--- config.mk ---
export PLATFORM = sky130hd
export DESIGN_NAME = ledbar_seq_flat
export DESIGN_NICKNAME = d
export VERILOG_FILES = /design/src/rtl/ledbar_pkg.sv /design/src/rtl/ledbar_seq_if.sv /design/src/rtl/ledbar_seq_btn_edge.sv /design/src/rtl/ledbar_seq.sv /design/src/flat_wrapper.sv
export SDC_FILE = /design/constraint.sdc
export NUM_CORES = 1
export LEC_CHECK = 0
export CAP_MARGIN = 5
export CORE_MARGIN = 5
export CORE_UTILIZATION = 58
export CTS_BUF_LIST = sky130_fd_sc_hd__clkbuf_8
export DETAILED_ROUTE_END_ITERATION = 8
export PLACE_DENSITY = 0.78
export SYNTH_ARGS = -nofsm -noshare
export SYNTH_HDL_FRONTEND = slang
export SYNTH_SLANG_ARGS = --single-unit
--- constraint.sdc ---
create_clock -name mclk -period 2.82 [get_ports mclk]
set_input_delay 0.423 -clock mclk [delete_from_list [all_inputs] [get_ports mclk]]
set_output_delay 0.423 -clock mclk [all_outputs]
set_load 0.05 [all_outputs]
--- src/rtl/ledbar_pkg.sv ---
// Shared types and defaults for the stopwatch LED bar sequencer.
package ledbar_pkg;

    typedef enum logic [1:0] {
        LB_FILL   = 2'd0,
        LB_CHASE  = 2'd1,
        LB_BOUNCE = 2'd2,
        LB_DRAIN  = 2'd3
    } lb_mode_e;

    typedef enum logic {
        LB_UP   = 1'b0,
        LB_DOWN = 1'b1
    } lb_dir_e;

    localparam int unsigned LB_N_LED     = 4;
    localparam int unsigned LB_TICK_DIV  = 200000;
    localparam int unsigned LB_DB_CYCLES = 10000;

endpackage

--- src/rtl/ledbar_seq_if.sv ---
// Control/status bundle between the stopwatch and the LED bar sequencer.
interface ledbar_seq_if #(
    parameter int unsigned N_LED = 4
);
    import ledbar_pkg::*;

    logic             run;
    logic             clr_btn;
    lb_mode_e         mode;
    logic [N_LED-1:0] led;
    logic             step;
    logic             full;

    modport master (output run, clr_btn, mode, input led, step, full);
    modport slave  (input run, clr_btn, mode, output led, step, full);

endinterface

--- src/rtl/ledbar_seq_btn_edge.sv ---
// Push-button synchroniser with rising-edge pulse.
// Optional debounce stage enabled by defining LEDBAR_DEBOUNCE_EN.
module btn_edge #(
    parameter int unsigned DB_CYCLES = 10000
) (
    input  logic mclk,
    input  logic reset,
    input  logic btn,
    output logic rise_c
);
    logic d0;
    logic d1;

`ifdef LEDBAR_DEBOUNCE_EN
    localparam int unsigned DW = (DB_CYCLES > 1) ? $clog2(DB_CYCLES) : 1;

    logic [DW-1:0] db_cnt;
    logic          db_lvl;
    logic          db_lvl_q;

    // Synchronise, then accept a new level only after it has held DB_CYCLES cycles.
    always_ff @(posedge mclk) begin
        if (reset) begin
            d0       <= 1'b0;
            d1       <= 1'b0;
            db_cnt   <= '0;
            db_lvl   <= 1'b0;
            db_lvl_q <= 1'b0;
        end else begin
            d0       <= btn;
            d1       <= d0;
            db_lvl_q <= db_lvl;
            if (d1 == db_lvl) begin
                db_cnt <= '0;
            end else if (db_cnt == DW'(DB_CYCLES - 1)) begin
                db_lvl <= d1;
                db_cnt <= '0;
            end else begin
                db_cnt <= db_cnt + DW'(1);
            end
        end
    end

    assign rise_c = db_lvl & ~db_lvl_q;
`else
    logic d2;
    logic unused_db;

    // Three-flop chain; the last two stages form the edge detector.
    always_ff @(posedge mclk) begin
        if (reset) begin
            d0 <= 1'b0;
            d1 <= 1'b0;
            d2 <= 1'b0;
        end else begin
            d0 <= btn;
            d1 <= d0;
            d2 <= d1;
        end
    end

    assign rise_c    = d1 & ~d2;
    assign unused_db = ^DB_CYCLES;
`endif

endmodule

--- src/rtl/ledbar_seq.sv ---
// N-LED bar sequencer: FILL/CHASE/BOUNCE/DRAIN patterns stepped by a tick divider.
// Define LEDBAR_DEBOUNCE_EN to debounce the clear button.
module ledbar_seq
    import ledbar_pkg::*;
#(
    parameter int unsigned N_LED     = LB_N_LED,
    parameter int unsigned TICK_DIV  = LB_TICK_DIV,
    parameter int unsigned DB_CYCLES = LB_DB_CYCLES
) (
    input  logic        mclk,
    input  logic        reset,
    ledbar_seq_if.slave bus
);
    localparam int unsigned CW = (TICK_DIV > 0) ? $clog2(TICK_DIV + 1) : 1;
    localparam int unsigned PW = $clog2(N_LED + 1);
    localparam logic [N_LED-1:0] ALL_ONES = '1;

    logic [CW-1:0]    cnt_q, cnt_n;
    logic [PW-1:0]    pos_q, pos_n, adv_pos;
    lb_dir_e          dir_q, dir_n, adv_dir;
    logic [N_LED-1:0] led_q, led_n, adv_led, start_led;
    logic [N_LED:0]   fill_ext;
    logic             step_q, step_n;
    lb_mode_e         mode_q;
    logic             chg_q;
    logic             clr_rise;
    logic             tick;

    btn_edge #(
        .DB_CYCLES(DB_CYCLES)
    ) u_clr (
        .mclk  (mclk),
        .reset (reset),
        .btn   (bus.clr_btn),
        .rise_c(clr_rise)
    );

    // State register; a mode change is flagged one cycle and applied the next.
    always_ff @(posedge mclk) begin
        if (reset) begin
            cnt_q  <= '0;
            pos_q  <= '0;
            dir_q  <= LB_UP;
            led_q  <= '0;
            step_q <= 1'b0;
            mode_q <= LB_FILL;
            chg_q  <= 1'b0;
        end else begin
            cnt_q  <= cnt_n;
            pos_q  <= pos_n;
            dir_q  <= dir_n;
            led_q  <= led_n;
            step_q <= step_n;
            mode_q <= bus.mode;
            chg_q  <= (bus.mode != mode_q);
        end
    end

    // Pattern position/LED value one step ahead of the current state.
    always_comb begin
        adv_pos  = pos_q;
        adv_dir  = dir_q;
        adv_led  = led_q;
        fill_ext = '0;
        case (mode_q)
            LB_FILL: begin
                adv_pos  = (pos_q == PW'(N_LED)) ? '0 : pos_q + PW'(1);
                fill_ext = ((N_LED + 1)'(1) << adv_pos) - (N_LED + 1)'(1);
                adv_led  = fill_ext[N_LED-1:0];
            end
            LB_CHASE: begin
                adv_pos = (pos_q == PW'(N_LED - 1)) ? '0 : pos_q + PW'(1);
                adv_led = N_LED'(1) << adv_pos;
            end
            LB_BOUNCE: begin
                if (dir_q == LB_UP) begin
                    if (pos_q == PW'(N_LED - 1)) begin
                        adv_pos = pos_q - PW'(1);
                        adv_dir = LB_DOWN;
                    end else begin
                        adv_pos = pos_q + PW'(1);
                    end
                end else begin
                    if (pos_q == '0) begin
                        adv_pos = PW'(1);
                        adv_dir = LB_UP;
                    end else begin
                        adv_pos = pos_q - PW'(1);
                    end
                end
                adv_led = N_LED'(1) << adv_pos;
            end
            LB_DRAIN: begin
                adv_pos = (pos_q == PW'(N_LED)) ? '0 : pos_q + PW'(1);
                adv_led = ALL_ONES >> adv_pos;
            end
            default: ;
        endcase
    end

    // LED value a pattern starts from after a mode change.
    always_comb begin
        start_led = '0;
        case (mode_q)
            LB_FILL:   start_led = '0;
            LB_CHASE:  start_led = N_LED'(1);
            LB_BOUNCE: start_led = N_LED'(1);
            LB_DRAIN:  start_led = ALL_ONES;
            default:   start_led = '0;
        endcase
    end

    // Next state: mode change > clear (stopped only) > tick advance.
    always_comb begin
        cnt_n  = cnt_q;
        pos_n  = pos_q;
        dir_n  = dir_q;
        led_n  = led_q;
        step_n = 1'b0;
        tick   = bus.run && (cnt_q >= CW'(TICK_DIV));
        if (chg_q) begin
            cnt_n = '0;
            pos_n = '0;
            dir_n = LB_UP;
            led_n = start_led;
        end else if (!bus.run && clr_rise) begin
            cnt_n = '0;
            pos_n = '0;
            dir_n = LB_UP;
            led_n = '0;
        end else if (tick) begin
            cnt_n  = '0;
            pos_n  = adv_pos;
            dir_n  = adv_dir;
            led_n  = adv_led;
            step_n = 1'b1;
        end else if (bus.run) begin
            cnt_n = cnt_q + CW'(1);
        end
    end

    // Outputs straight from the state registers.
    always_comb begin
        bus.led  = led_q;
        bus.step = step_q;
        bus.full = &led_q;
    end

endmodule

--- src/flat_wrapper.sv ---
// flat-port wrapper written by rule: the top's interface ports become plain ports
module ledbar_seq_flat import ledbar_pkg::*;
#(
    parameter int unsigned N_LED     = LB_N_LED,
    parameter int unsigned TICK_DIV  = LB_TICK_DIV,
    parameter int unsigned DB_CYCLES = LB_DB_CYCLES
)
  (mclk, reset, bus_run, bus_clr_btn, bus_mode, bus_led, bus_step, bus_full);
  ledbar_seq_if #(.N_LED(N_LED)) bus_i ();
  input  logic mclk;
  input  logic reset;
  input wire logic [$bits(bus_i.run)-1:0] bus_run;
  input wire logic [$bits(bus_i.clr_btn)-1:0] bus_clr_btn;
  input wire logic [$bits(bus_i.mode)-1:0] bus_mode;
  output wire logic [$bits(bus_i.led)-1:0] bus_led;
  output wire logic [$bits(bus_i.step)-1:0] bus_step;
  output wire logic [$bits(bus_i.full)-1:0] bus_full;
  assign bus_i.run = bus_run;
  assign bus_i.clr_btn = bus_clr_btn;
  assign bus_i.mode = bus_mode;
  assign bus_led = bus_i.led;
  assign bus_step = bus_i.step;
  assign bus_full = bus_i.full;
  ledbar_seq #(.N_LED(N_LED), .TICK_DIV(TICK_DIV), .DB_CYCLES(DB_CYCLES)) u_core (.mclk(mclk), .reset(reset), .bus(bus_i));
endmodule
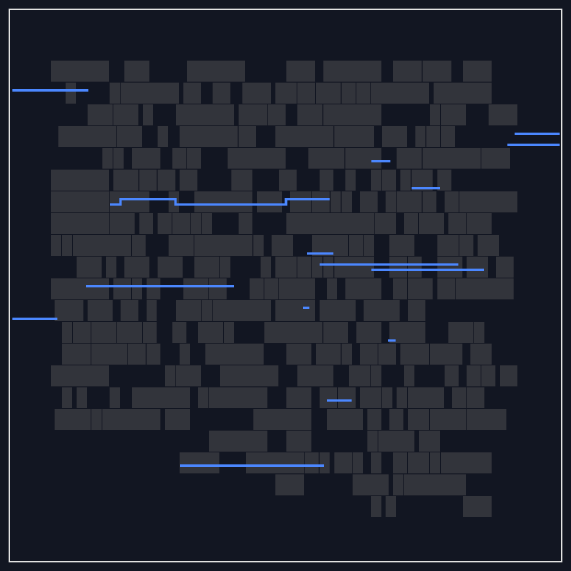
Figure 1: the metal 3 layer.
(8 px per µm) Cells faint in the background.
share of all routed wire	3.4%
longest straight run	18.2 µm
wire length on this layer	134 µm
nets with wire on the layer	10
Global Route met3 Usage: 0.0519
via count: 1630

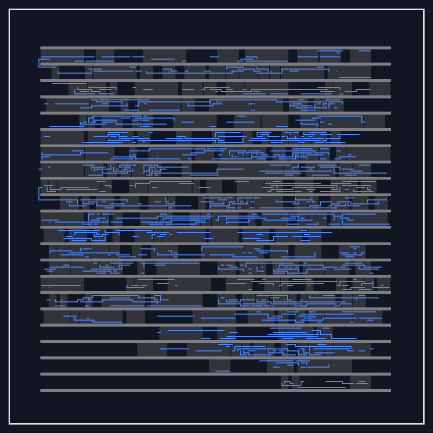
Figure 2: signal wires on met1.
(6 px per µm) Supply wires on this layer in gray. Cells faint in the background.
longest straight run	15.6 µm
main direction	horizontal
nets with wire on the layer	239
wire length on this layer	1840 µm

==> results.cfg <==
; synthesis and place-and-route metrics
[clocking]
clk_pin_slew_ps = 60
hold_buffers = 0
cts_root_buf = clkbuf_8
htreeDepth = 2
cts_tree = done
cts_max_path_buffers = 2
cts_buffers = 5
numClockSinks = 33
cts_setup_buffers = 0
clock_latency_ps = 290

[logic_synthesis]
common_cells = dfxtp_1, nor2_1, a21oi_1, ha_1, inv_1
synth_warnings = 0
synth_cell_types = 51
top_cell_area_share = 0.329
netlist_instances = 234
yosys_area_um2 = 2010
ys_cells = 234
ff_type = dfxtp_1
syn_area_per_cell_um2 = 8.59
synth_seq_share = 0.329
fp_nets = 255
synth_flops = 33

[routing]
wl_um = 3910
ant_nets = 0
first_pass_iters = 4
drt_iter0_markers = 149
routed-wl-met3_um = 133
routed_via_density = 5.62
met1_length_um = 1840
wl_per_cell_um = 13.5
highest-signal-layer = met4
drc_errors = 0

[global_route]
grt_pass1_vias = 1545
gr-usage-all-layers = 0.196
grt_pass1_wl_um = 6890
grtUsageMet2 = 0.327
gr-total-overflow = 0
antenna_found_initial = 0
grt_start_max_net_pins = 19
grt_use_met1 = 0.231

[critical_path]
critPathMaxStageDelay_ps = 450
r2r_slack_ps = 430
slowest_stage = dfxtp_1
crit_required_ps = 3040
worstRegToRegCells = 11
crit_type = reg -> reg
crit_end = u_core.bus.led[2]
path_depth = 11
crit_family = AND-OR/OR-AND gates
crit_arrival_ps = 2610
cp_cell_sequence = inv_1 > ha_1 > and2_1 > a31o_2 > inv_1 > ha_1 > nand2b_1 > a21oi_1 > nor3_1 > o221ai_1 > a21oi_1
crit_path_max_fanout = 9
worst_setup_path_end_kind = flop
r2r_start = u_core.pos_q[0]
critPathLaunch = u_core.pos_q[0]
r2r-end = u_core.bus.led[2]

[final_timing]
tightest_slew_ps = 513
rsz0062_at_grt = no
final-setup-viol-count = 0
post-route-period-util = 0.849
hold_ws_ps = 446
worst_slack_ps = 426
setup_tns_ps = 0
period_minus_slack_ps = 2390
slew_headroom = 0.655
hold_viol_final = 0

[cells_and_area]
finalNetCount = 265
top_register = u_core.cnt_q
final_cell_area_um2 = 2230
syn2layout_area_growth_pct = 11.0
final_util = 0.668
largest_reg_flops = 18
fin_cells = 290

[flow_run]
warnings = 37
max_cap_violations = 0

[placement]
gp_congestion = 0.854
hpwl_um = 2850
portBuffers = 11
dp_slack_ps = 461
dp_cells = 283

[pwr]
power.leakage_uw = 0.000793
power_density_nw_per_um2 = 465
worst_ir_drop_vdd_mv = 0.386

[run_status]
status = finished, final reports clean

[die]
core_um2 = 3340
die_w_um = 68.9
core_util_floorplan = 0.602

[worst_hold_path]
hold_class = reg -> reg
==> cells by family after synthesis <==
logic type	count (synthesis)	synth area share
adders and majority gates	15	0.0934
AOI/OAI and AO/OA	53	0.189
DFF	33	0.329
buffers and inverters	24	0.0592
and+or+nand+nor	91	0.250
xor gates and xnor gates	17	0.0741
muxes	1	0.00498
==> worst min-delay path by stage <==
stage	startpoint	endpoint	slack [ps]	cells after the start
finish	u_core.u_clr.d0	u_core.u_clr.d1	450	1
global route	u_core.u_clr.d0	u_core.u_clr.d1	470	1
CTS	u_core.u_clr.d0	u_core.u_clr.d1	460	1
detailed placement	u_core.u_clr.d0	u_core.u_clr.d1	430	1
global placement	u_core.u_clr.d0	u_core.u_clr.d1	430	1
floorplan	u_core.u_clr.d0	u_core.u_clr.d1	410	1
==> cell usage in the layout, fill, tap and decap left out, types with 3 or more instances in the layout <==
master,instances
a22o_1,3
nand4_1,6
nand2_1,11
a211oi_1,3
clkbuf_8,5
a311oi_1,3
nor2_1,28
o21ai_0,7
a21oi_1,15
nand3_1,10
and4_1,6
clkdlybuf4s50_1,11
nand2b_1,5
a21o_1,3
or3_1,3
inv_1,14
nor2b_1,6
xor2_1,11
xnor2_1,6
ha_1,15
dfxtp_1,33
a31oi_1,3
==> layout make-up <==
| class | count | area (µm²) |
|---|---|---|
| clock buffers | 5 | 68.8 |
| clock inverters | 2 | 35.0 |
| fillers | 296 | 1110 |
| inverters | 14 | 52.6 |
| multi-input cells | 177 | 1230 |
| flip-flops and latches | 33 | 661 |
| well taps | 46 | 57.6 |
| repair buffers | 13 | 125 |
==> power breakdown <==
| part | switching, µW | internal (µW) |
|---|---|---|
| registers | 10.5 | 478 |
| logic | 73.8 | 48.5 |
| clock network | 168 | 256 |
No activity file was given, so power comes from the tool's default toggle rates.
